<file path="src/rtl/shifter_pkg.sv">
// Shared definitions for the pipelined barrel shifter: direction encoding,
// log2 helper and the per-stage control payload carried beside data/shamt.
package shifter_pkg;

  localparam logic DIR_RIGHT = 1'b0;
  localparam logic DIR_LEFT  = 1'b1;

  function automatic int log2_ceil(input int v);
    int r;
    r = 0;
    for (int i = 0; i < 31; i++) begin
      if ((1 << i) < v) r = i + 1;
    end
    return r;
  endfunction

  // Data and shamt widths follow WIDTH, so they travel as separate vectors next to this.
  typedef struct packed {
    logic dir;
    logic arith;
    logic sign;
  } stage_ctl_t;

endpackage

</file>
<file path="src/rtl/shift_level.sv">
// One registered 2:1 mux level of the barrel shifter; the top level saturates.
// Sticky tracking is built only with SHIFT_STICKY_EN.
module shift_level
  import shifter_pkg::*;
#(
  parameter int WIDTH = 16,
  parameter int SHW   = 5,
  parameter int LEVEL = 0
) (
  input  logic             clk,
  input  logic             rst,
  input  logic             up_valid,
  output logic             up_ready,
  input  logic [WIDTH-1:0] up_data,
  input  logic [SHW-1:0]   up_shamt,
  input  stage_ctl_t       up_ctl,
`ifdef SHIFT_STICKY_EN
  input  logic             up_sticky,
  output logic             dn_sticky,
`endif
  output logic             dn_valid,
  input  logic             dn_ready,
  output logic [WIDTH-1:0] dn_data,
  output logic [SHW-1:0]   dn_shamt,
  output stage_ctl_t       dn_ctl
);

  logic             sel;
  logic             right;
  logic             fill;
  logic             valid_q;
  logic [WIDTH-1:0] nxt_data;
`ifdef SHIFT_STICKY_EN
  logic             discard;
`endif

  assign sel   = up_shamt[LEVEL];
  assign right = (up_ctl.dir == DIR_RIGHT);
  assign fill  = right & up_ctl.arith & up_ctl.sign;

  generate
    if (LEVEL == SHW - 1) begin : g_sat
      assign nxt_data = sel ? {WIDTH{fill}} : up_data;
`ifdef SHIFT_STICKY_EN
      assign discard  = sel & right & (|up_data);
`endif
    end else begin : g_shift
      localparam int S = 1 << LEVEL;
      always_comb begin
        nxt_data = up_data;
        if (sel) nxt_data = right ? {{S{fill}}, up_data[WIDTH-1:S]} : (up_data << S);
      end
`ifdef SHIFT_STICKY_EN
      assign discard = sel & right & (|up_data[S-1:0]);
`endif
    end
  endgenerate

  // A stalled stage keeps every field; it reloads only when empty or being drained.
  assign up_ready = !valid_q || dn_ready;
  assign dn_valid = valid_q;

  always_ff @(posedge clk) begin
    if (rst) begin
      valid_q  <= 1'b0;
      dn_data  <= '0;
      dn_shamt <= '0;
      dn_ctl   <= '0;
    end else if (up_ready) begin
      valid_q <= up_valid;
      if (up_valid) begin
        dn_data  <= nxt_data;
        dn_shamt <= up_shamt;
        dn_ctl   <= up_ctl;
      end
    end
  end

`ifdef SHIFT_STICKY_EN
  always_ff @(posedge clk) begin
    if (rst) begin
      dn_sticky <= 1'b0;
    end else if (up_ready && up_valid) begin
      dn_sticky <= right & (up_sticky | discard);
    end
  end
`endif

endmodule

</file>
<file path="src/rtl/barrel_shift_pipe.sv">
// Pipelined barrel shifter (left / logical right / arithmetic right, saturating).
// Define SHIFT_STICKY_EN to build the out_sticky port and sticky tracking.
module barrel_shift_pipe
  import shifter_pkg::*;
#(
  parameter  int WIDTH = 16,
  localparam int SHW   = log2_ceil(WIDTH) + 1
) (
  input  logic             clk,
  input  logic             rst,
  input  logic             in_valid,
  output logic             in_ready,
  input  logic [WIDTH-1:0] in_data,
  input  logic [SHW-1:0]   in_shamt,
  input  logic             in_dir,
  input  logic             in_arith,
  output logic             out_valid,
  input  logic             out_ready,
  output logic [WIDTH-1:0] out_data
`ifdef SHIFT_STICKY_EN
  ,
  output logic             out_sticky
`endif
);

  // Index 0 is the input boundary, index k+1 is the register of level k.
  logic             valid [SHW+1];
  logic             ready [SHW+1];
  logic [WIDTH-1:0] data  [SHW+1];
  logic [SHW-1:0]   shamt [SHW+1];
  stage_ctl_t       ctl   [SHW+1];
`ifdef SHIFT_STICKY_EN
  logic             sticky [SHW+1];
  assign sticky[0]  = 1'b0;
  assign out_sticky = sticky[SHW];
`endif

  assign valid[0]     = in_valid;
  assign data[0]      = in_data;
  assign shamt[0]     = in_shamt;
  assign ctl[0].dir   = in_dir;
  assign ctl[0].arith = in_arith;
  assign ctl[0].sign  = in_data[WIDTH-1];
  assign in_ready     = ready[0];
  assign ready[SHW]   = out_ready;
  assign out_valid    = valid[SHW];
  assign out_data     = data[SHW];

  generate
    for (genvar k = 0; k < SHW; k++) begin : g_level
      shift_level #(
        .WIDTH (WIDTH),
        .SHW   (SHW),
        .LEVEL (k)
      ) u_level (
        .clk       (clk),
        .rst       (rst),
        .up_valid  (valid[k]),
        .up_ready  (ready[k]),
        .up_data   (data[k]),
        .up_shamt  (shamt[k]),
        .up_ctl    (ctl[k]),
`ifdef SHIFT_STICKY_EN
        .up_sticky (sticky[k]),
        .dn_sticky (sticky[k+1]),
`endif
        .dn_valid  (valid[k+1]),
        .dn_ready  (ready[k+1]),
        .dn_data   (data[k+1]),
        .dn_shamt  (shamt[k+1]),
        .dn_ctl    (ctl[k+1])
      );
    end
  endgenerate

endmodule

</file>
<file path="config.mk">
export PLATFORM = sky130hd
export DESIGN_NAME = barrel_shift_pipe
export DESIGN_NICKNAME = d
export VERILOG_FILES = /design/src/rtl/shifter_pkg.sv /design/src/rtl/shift_level.sv /design/src/rtl/barrel_shift_pipe.sv
export SDC_FILE = /design/constraint.sdc
export NUM_CORES = 1
export LEC_CHECK = 0
export CAP_MARGIN = 20
export CELL_PAD_IN_SITES_DETAIL_PLACEMENT = 1
export CELL_PAD_IN_SITES_GLOBAL_PLACEMENT = 1
export CORE_MARGIN = 1
export CORE_UTILIZATION = 43
export CTS_BUF_LIST = sky130_fd_sc_hd__clkbuf_4 sky130_fd_sc_hd__clkbuf_8
export CTS_CLUSTER_SIZE = 20
export DETAILED_ROUTE_END_ITERATION = 16
export PLACE_DENSITY = 0.87
export SLEW_MARGIN = 20
export SYNTH_ARGS = -nofsm -noshare
export SYNTH_HDL_FRONTEND = slang
export SYNTH_HIERARCHICAL = 1
export SYNTH_SLANG_ARGS = --single-unit
</file>
<file path="constraint.sdc">
create_clock -name clk -period 4.3 [get_ports clk]
set_clock_uncertainty 0.1 [all_clocks]
set_input_delay 0.86 -clock clk [delete_from_list [all_inputs] [get_ports clk]]
set_output_delay 0.86 -clock clk [all_outputs]
set_load 0.02 [all_outputs]
</file>
==> notes.md, run 1 <==
Latest figures from synthesis and place and route.

The flow ran to the end, and the final reports show no timing, DRC or antenna violations. TritonCTS built the clock tree. The later pin in the worst-skew pair is clocked with a latency of around 0.40 ns.

The final timing report lists a max-slew violation count of 0. After synthesis the cells add up to slightly below 6000 um2. The wire length after detailed routing is ~15,000 um. The max-capacitance violation count is 0. CTS reports a maximum clock tree buffer depth of 2. Logged for this run, the post-placement worst setup slack is 0.06427 ns. The final layout contains about 650 nets.

The detailed route wirelength on metal3 is 422 um. In this run the critical register-to-register path is captured at g_level[0].u_level/dn_data[10]$_SDFFE_PP0P_. The instance count after placement with tap cells included is 787. In the final layout, the clock buffer count is 11.

According to the CTS report, the clock sink count is approximately 110. At the worst endpoint, the required time is about 3.3 ns. The sequential cell area is between 2000 and 2500 um2. The worst-case max-slew headroom was logged as roughly a third. The total power per unit cell area is about 330 nW/um2. Per report_power, the Clock row totals 0.000787 W. The switching component of the power is between 0.0005 and 0.0006 W. The setup slack of the worst register-to-register path is about 1.6 ns. From bottom edge to top edge, the die measures 117.8 um. STA classifies the critical path startpoint as a primary input. The number of cells traversed by the worst hold path is 2. The post-synthesis net count is approximately 660. Signal routing reaches up to met4.

In the layout the commonest cells are 107 x sky130_fd_sc_hd__dfxtp_1, 60 x sky130_fd_sc_hd__a21oi_1, 42 x sky130_fd_sc_hd__clkdlybuf4s50_1. The half-perimeter wire length of the detailed placement result is ~11,000 um. The count of routing violations after the opening detailed-route iteration is slightly below 300. Per the layout report, the design carries about 1,500 filler cells. The start point of the worst hold path is g_level[0].u_level/dn_shamt[4]$_SDFFE_PP0P_. Ranked by power, first place goes to registers. Per the TritonCTS log, the buffer count is 9. Entering global routing, the biggest net connects 36 pins. Switching power as a fraction of the total was reported as approximately a quarter. The final antenna-violating net count is 0. The aggregate negative setup slack is 0 ns. met2 track demand over resource after global routing is around two fifths. Hold-check failures listed in the final report amount to 0. The number of multi-input combinational cells in the layout is approximately 430. Per the layout report, the design carries 27 non-clock inverters.

The class of the most critical hold timing path is reg -> reg. The number of cells on the worst reg-to-reg path is 11. The final report lists a non-filler cell total of approximately 800. The layout report lists the multi-input gate area as about 3000 um2. In the final layout, the registers with the most flip-flops are g_level.u_level/dn_data (80), g_level.u_level/dn_ctl (12), g_level.u_level/dn_shamt (10). The repair_antennas step left the layout with diodes totalling 0. Hold is met by 0.3897 ns.

Post-route period utilization is reported as 89.34%. The fmax is 0.2603 GHz. The transition time recorded at the tightest slew-check pin is between 1 and 1.5 ns. Setup repair after global routing left no endpoint under its margin.

The portion of total power attributed to combinational logic is roughly a tenth. In the final layout, clock buffers and inverters account for between 4 and 5% of the cell area. The number of global-route vias before repair is just over 5,000.

The worst-case setup margin in the final layout is around 0.46 ns. Looking at the hold checks, the worst path lands on g_level[0].u_level/dn_shamt[4]$_SDFFE_PP0P_. The number of iterations in the first detailed-routing pass is 4. The capturing instance or port of the critical path is in_ready.

In the power breakdown, the internal column shows ~0.0015 W. The region available for standard cell placement spans around 13,000 um2. Measured on the final layout, buffering overhead outside the clock network stands at under 10%. The tool warning count for the run is 26. In this run the clock root is driven by a sky130_fd_sc_hd__clkbuf_8.

The combined global-route utilization of all metal layers is approximately 23%. The power report lists the combinational group at 0.000201 W. The count of sequential standard cells is roughly 110. The remaining routing DRC violations is 0.

Measured on the finished design, the core utilization comes to around half. For this configuration, the core starts out at a cell density of 44.97%. The minimum clock period is 3.842 ns.

The average detailed-routed wire length per instance is around 19 um. The logic share of the area is ~49%. The routed metal-1 wirelength is about 7000 um.
run 1: critical path, stage by stage:
cell and delay (ns):
sky130_fd_sc_hd__clkdlybuf4s50_1 0.46, sky130_fd_sc_hd__nor2b_4 0.20, sky130_fd_sc_hd__inv_4 0.12, sky130_fd_sc_hd__nor2b_4 0.20
sky130_fd_sc_hd__inv_8 0.10, sky130_fd_sc_hd__nor2b_1 0.17, sky130_fd_sc_hd__inv_1 0.07, sky130_fd_sc_hd__nor2b_1 0.15
sky130_fd_sc_hd__inv_1 0.07, sky130_fd_sc_hd__nor2b_1 0.15, sky130_fd_sc_hd__inv_1 0.09, sky130_fd_sc_hd__dlymetal6s2s_1 0.22
Fig. 1: run 1, port wiring
The bar under the picture is 20 um long.
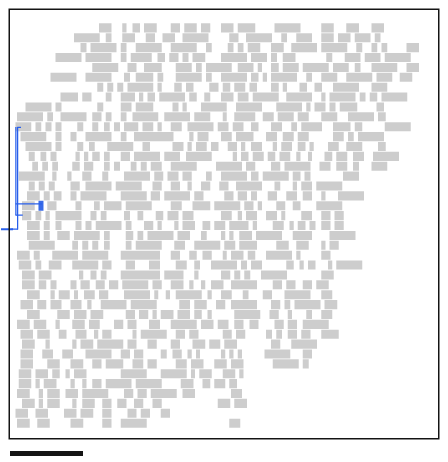
legend:
  blue:
    port: in_ready
    direction: output
    edge: left
    end_cells: 1
    wire: 63.7 um
Ports: 45
Buffers on Ports: 44

Fig. 2: run 1, where the registers sit
The bar under the picture is 20 um long. Other sequential cells in the stronger grey, the rest of the logic in the fainter grey.
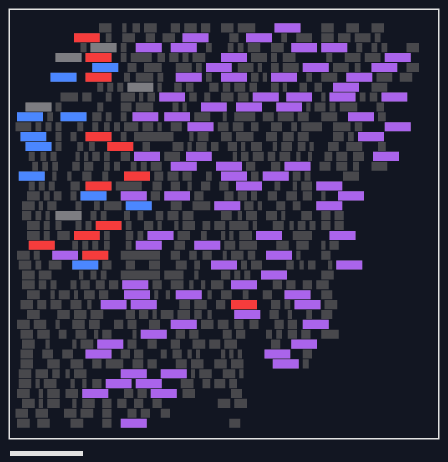
legend:
  purple:
    netlist_name: g_level.u_level/dn_data
    sequential_cells: 80
  blue:
    netlist_name: g_level.u_level/dn_shamt
    sequential_cells: 10
  red:
    netlist_name: g_level.u_level/dn_ctl
    sequential_cells: 12

Fig. 3: run 1, track usage over the die
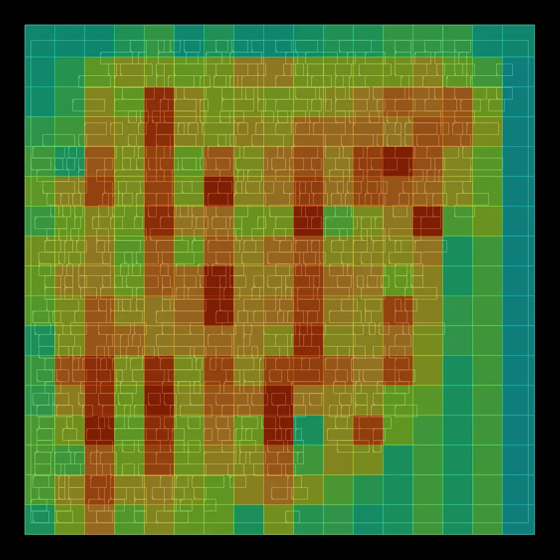
global-route met1 utilization: 28.86%
GR peak layer: met2

Fig. 4: run 1, signal wires on met1
The bar under the picture is 20 um long. Supply wires on this layer in grey. Cells faint in the background.
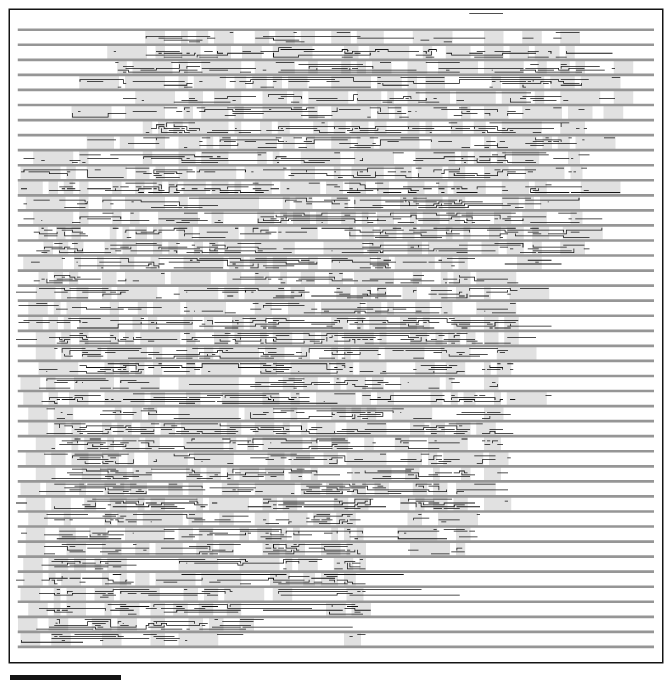
share of all routed wire: 45%
longest straight run: 32.7 um
main direction: horizontal

==> inputs of run 2 (changes only) <==
Settings changed: CORE_ASPECT_RATIO from default to 0.75, CORE_MARGIN 1 to default, SETUP_SLACK_MARGIN from default to 0.5.
Fig. 5: run 2, track usage over the die
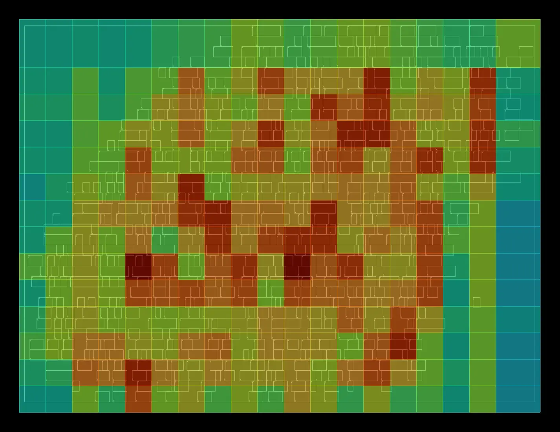
global-route met1 utilization: 31.98%
Global Route met2 Usage: 39.13%

==> run 2 against run 1 <==
  * Count of clock-buffer cells in the layout up 1
  * Critical path depth unchanged
  * Final cell count unchanged
  * Power down 7.1%
==> notes.md, run 2 <==
Latest figures from synthesis and place and route.

The flow ran to the end, and the final reports show no timing, DRC or antenna violations. The final core utilization was 48.25% (-1.0 points). The destination of the worst register-to-register timing path is g_level[1].u_level/dn_data[11]$_SDFFE_PP0P_. The hold slack is 0.3889 ns (-0.0008430 ns). The required time of the critical path is 3.34 ns (about the same).

The worst-case setup margin in the final layout came to 0.6215 ns (+0.1632 ns). The aggregate negative setup slack came to 0 ns (unchanged). In the final layout, the registers with the most flip-flops are g_level.u_level/dn_data (80), g_level.u_level/dn_ctl (12), g_level.u_level/dn_shamt (10). The count of warning messages emitted by the tools is 26 (unchanged). The number of iterations in the first detailed-routing pass is 4 (unchanged). The clock buffer count in the final layout is 12 (+1). The critical path's most frequent cell is sky130_fd_sc_hd__nor2b_4. The instance count after placement with tap cells included is 787 (unchanged). The class of the most critical hold timing path is reg -> reg.

The tree is rooted in a sky130_fd_sc_hd__clkbuf_8. The number of non-clock inverters in the layout came to 27 (unchanged). The logic share of the area is 49.22% (+0.64 points). The combined global-route utilization of all metal layers is 23.86% (+0.85 points). The clock distribution area overhead in the final layout was 3.147% (-0.95 points). The filler-free cell count of the finished design is 804 (unchanged). The total number of nets in the final design is 655 (+0.15%).

The post-synthesis net count is 659 (unchanged). The fmax is 0.2719 GHz (+4.4%). The number of failing hold endpoints at the final stage is 0 (unchanged). The remaining routing DRC violations was 0 (unchanged).

The switching part of the total is 26.39% (+1.2 points). The number of cells on the worst reg-to-reg path is 3 (-8). The pin count of the biggest net entering global routing came to 41 (+14%). The total of fill cells in the finished design is 1,494 (-0.27%).

The number of multi-input combinational cells is 427 (unchanged). The post-placement setup slack is 0.2071 ns (+0.1428 ns). The number of buffer and inverter stages on the critical path is 7 (unchanged). The half-perimeter wire length of the detailed placement result is 11,060 um (+3.6%). The count of routing violations after the opening detailed-route iteration came to 404 (+37%). In the layout the commonest cells are 107 x sky130_fd_sc_hd__dfxtp_1, 60 x sky130_fd_sc_hd__a21oi_1, 42 x sky130_fd_sc_hd__clkdlybuf4s50_1. The wire length after detailed routing came to 15,860 um (+3.1%). The count of sequential standard cells is 107 (unchanged).

The kind of start point of the critical path is a primary input. Setup repair after global routing left no endpoint under its margin. TritonCTS built the clock tree. The setup slack of the worst register-to-register path is 1.95 ns (+0.37 ns).

The synthesized cell area was 5767 um2 (unchanged). The capture endpoint of the worst hold path is g_level[0].u_level/dn_shamt[4]$_SDFFE_PP0P_. The average detailed-routed wire length per instance is 19.72 um (+3.1%).

The slowest stage of the critical path belongs to the cell sky130_fd_sc_hd__clkdlybuf4s50_1. The area occupied by multi-input gates is 3092 um2 (+0.73%). The portion of total power attributed to combinational logic is 10.6% (+0.8 points).

Listed in order, past its start point the critical path passes clkdlybuf4s50_1 > nor2b_4 > inv_4 > nor2b_4 > inv_8 > nor2b_4 > inv_2 > nor2b_4 > inv_2 > nor2b_4 > inv_2 > dlygate4sd2_1. The number of stages on the worst setup path is 12 (unchanged). The worst stage delay on the critical path is 0.45 ns (about the same).
## run 2: timing repair
action                                  CTS  global route
endpoints found under the setup margin    1             1
pin swaps                                 0             0
gates resized                             2             1
buffers inserted                          1             0
## run 2: power groups by stage
stage | logic (W) | registers (W) | clock network, W
after detailed placement | 0.000199 | 0.00109 | 0
after floorplan | 0.000151 | 0.00107 | 0
final | 0.000202 | 0.00107 | 0.000639
after CTS | 0.000201 | 0.00107 | 0.000650
after global placement | 0.000188 | 0.00109 | 0
after global routing | 0.000220 | 0.00107 | 0.000688
## run 2: metal layers
layer	global-route usage [%]	wire [um]
met1	31.98	7545
met2	39.13	7571
met3	4.167	520
met4	7.433	220
met5	0	0
==> inputs of run 3 (changes only) <==
Settings changed: CORE_UTILIZATION 43 to 42, SETUP_SLACK_MARGIN 0.5 to 0.2, SYNTH_HIERARCHICAL 1 to default.
Fig. 6: run 3, signal wires by layer
Only two layers are drawn.
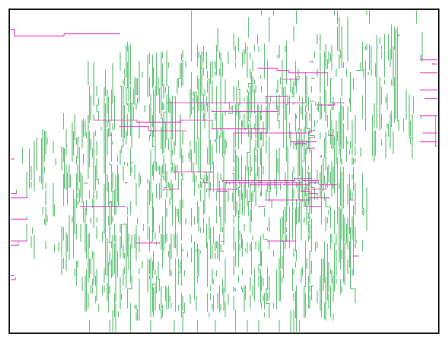
legend:
  magenta:
    layer: metal 3
    wire_length: 506 um
  green:
    layer: metal 2
    wire_length: 6,550 um
detailed-route via count: 4,674
Routed Wire Length: 13,900 um
global router's overall resource usage: 21.14%
WL per Instance: 17.60 um

==> run 3 against run 2 <==
  * Utilization is 2.1 points lower
  * Sequential share of layout area is 1.7 points higher
  * Synthesized cell count is 0.16% lower
  * Flip-flop count stayed put
  * First-iteration DRC count is 16% lower
  * Final area is 4.6% lower
  * Via count is 4.6% lower
  * Critical path depth is 8 lower
  * Sequential power hardly changed
  * Critical path type unchanged
==> notes.md, run 3 <==
Latest figures from synthesis and place and route.

The synthesized cell area is 5565 um2 (-3.5%). The fmax is 0.2948 GHz (+8.4%). The largest voltage drop on the vdd net is just under 0.2 mV. The count of warning messages emitted by the tools is 26 (unchanged). The layer carrying the most global-route usage is met2. The number of buffers added for setup after CTS came to 0 (-1). The routed metal-1 wirelength came to 6655 um (-12%). The post-placement setup slack is 0.9472 ns (+0.7401 ns). The detailed route wirelength on metal3 came to 506 um (-2.7%). The CTS log lists the clock sinks for this run as 107. Setup repair after global routing left no endpoint under its margin.

Counting along the longest clock path gives a buffer depth of 2. The global-route met3 utilization is 3.704% (-0.46 points). Once detail routing completed, the nets flagged for antenna violations numbered 0. Checking hold timing, the worst path is listed with class reg -> reg. The sequential cell power was 0.00107 W (about the same). The tree is rooted in a sky130_fd_sc_hd__clkbuf_8. The power drawn by the combinational cells is 0.000206 W (+2%). The clock distribution area overhead in the final layout is 2.966% (-0.18 points).

The total of fill cells in the finished design is 1,522 (+1.9%). The half-perimeter wire length of the detailed placement result is 9657 um (-13%). In the layout the commonest cells are 107 x sky130_fd_sc_hd__dfxtp_1, 78 x sky130_fd_sc_hd__mux2i_1, 70 x sky130_fd_sc_hd__nand2_1. The number of iterations in the first detailed-routing pass is 6 (+2).

The report lists the cells along the critical path as clkdlybuf4s50_1 > and4b_1 > nand3_1 > clkdlybuf4s50_1. The remaining routing DRC violations came to 0 (unchanged). The fraction of cell area in sequential cells is reported as a little over a third. The reported clock group power is 0.000575 W (-10%). The critical setup path kind is in -> out. The cell class ranked first by area is logic gates. The fraction of synthesis flops using an asynchronous set or reset pin is 0%.

The highest net fanout along the worst path is 5. The number of non-clock inverters in the layout came to 19 (-30%). The required time of the critical path is 3.34 ns (about the same). The number of instances resized during post-cts repair is 0 (-2). The tally of buffers added on design ports is 44. The count of sequential standard cells was 107 (unchanged). The most frequent cell after synthesis is sky130_fd_sc_hd__dfxtp_1.

The setup slack of the worst register-to-register path is 1.78 ns (-0.17 ns). The number of max-slew violations in the final report is 0. The portion of total power attributed to combinational logic is 11.1% (+0.5 points).

In the final layout, the registers with the most flip-flops are g_level.u_level.dn_data (80), g_level.u_level.dn_ctl (12), g_level.u_level.dn_shamt (10). The switching part of the total is 27.18% (+0.79 points). The slowest stage of the critical path is the sky130_fd_sc_hd__clkdlybuf4s50_1 cell. The count of routing violations after the opening detailed-route iteration is 338 (-16%). The number of failing hold endpoints at the final stage is 0 (unchanged). The number of buffer and inverter stages on the critical path is 2 (-5). The pin count of the biggest net entering global routing came to 91 (+120%). Yosys printed 0 warnings. The worst stage delay on the critical path was 0.61 ns (+0.16 ns). The portion of synthesized cell area occupied by the leading cell type is between 30 and 40%.

The clock buffer count in the final layout was 10 (-2). The CTS tree is built. The area overhead of the layout relative to synthesis is 7.621%. Looking at the group totals, the largest power group turns out to be registers. STA classifies the critical path startpoint as a primary input. The run finished with clean final reports.

The number of flip-flops in the largest register is 80. With fillers left out, the area of the finished cells amounts to around 6000 um2. The total number of nets in the final design is 641 (-2.1%). The worst-case setup margin in the final layout is 0.9079 ns (+0.2863 ns). The final core utilization was 46.17% (-2.1 points). The final critical-path share of the clock period is between 70% and 80%. The post-synthesis net count is 658 (-0.15%). The number of top-level pins is roughly 45. The aggregate negative setup slack came to 0 ns (unchanged).

For this design, the CTS-stage hold fixing added 0 buffers. The post-CTS clock slew at the launch and capture registers of the worst setup and hold paths is about 0.090 ns. The hold slack came to 0.3839 ns (-0.005023 ns). The cell family contributing the most delay on the critical path is buffers and inverters. The instance count after placement with tap cells included is 774 (-1.7%). The global routing met1 resource utilization is 28.08% (-3.9 points). The number of global-route vias before repair is approximately 4,700.

The highest routing layer actually used is met4. The sequential share of power is a little under 60%. The arrival time of the worst setup path is 2.43 ns.

The filler-free cell count of the finished design is 790 (-1.7%). The logic share of the area is 48.72% (-0.51 points). The most numerous cell type found on the critical path is sky130_fd_sc_hd__clkdlybuf4s50_1.

Grouping non-sequential cells by family puts the most area in AND-OR/OR-AND gates. The detailed-routed wire length on met2 was 6547 um (-14%). The initial core utilization is between 40% and 50%.

Once synthesis finished, the tally of register bits stood at roughly 110. After synthesis, the design contains about 630 cells according to Yosys. The global routing met2 resource utilization is 35.57% (-3.6 points). The area occupied by multi-input gates was 2918 um2 (-5.6%). The number of multi-input combinational cells was 429 (+0.47%).

Of the cells placed in the final design, the portion with a size suffix greater than 1 is under 10%. Clock latency on the worst-skew pair, taken at its later pin, is 0.37 ns.
[run 3: netlist changes by cell type in the layout (fill, tap and decap cells not counted), sizes merged, moves of 20 or more]
cell	previous run	this run
a211o	0	26
mux2i	34	78
a21oi	70	50
nand2	14	70
a2111oi	36	0
o21a	34	0
a21boi	34	1
[run 3: worst paths after layout]
path                                        startpoint                                         end  depth (start not counted)
max reg2reg   g_level[1].u_level.dn_valid$_SDFFE_PP0P_  g_level[2].u_level.dn_data[3]$_SDFFE_PP0P_                          3
min reg2reg  g_level[3].u_level.dn_ctl[2]$_SDFFE_PP0P_   g_level[3].u_level.dn_ctl[2]$_SDFFE_PP0P_                          2
min          g_level[3].u_level.dn_ctl[2]$_SDFFE_PP0P_   g_level[3].u_level.dn_ctl[2]$_SDFFE_PP0P_                          2
max                                          out_ready                                    in_ready                          4
No activity file was given, so power comes from the tool's default toggle rates.
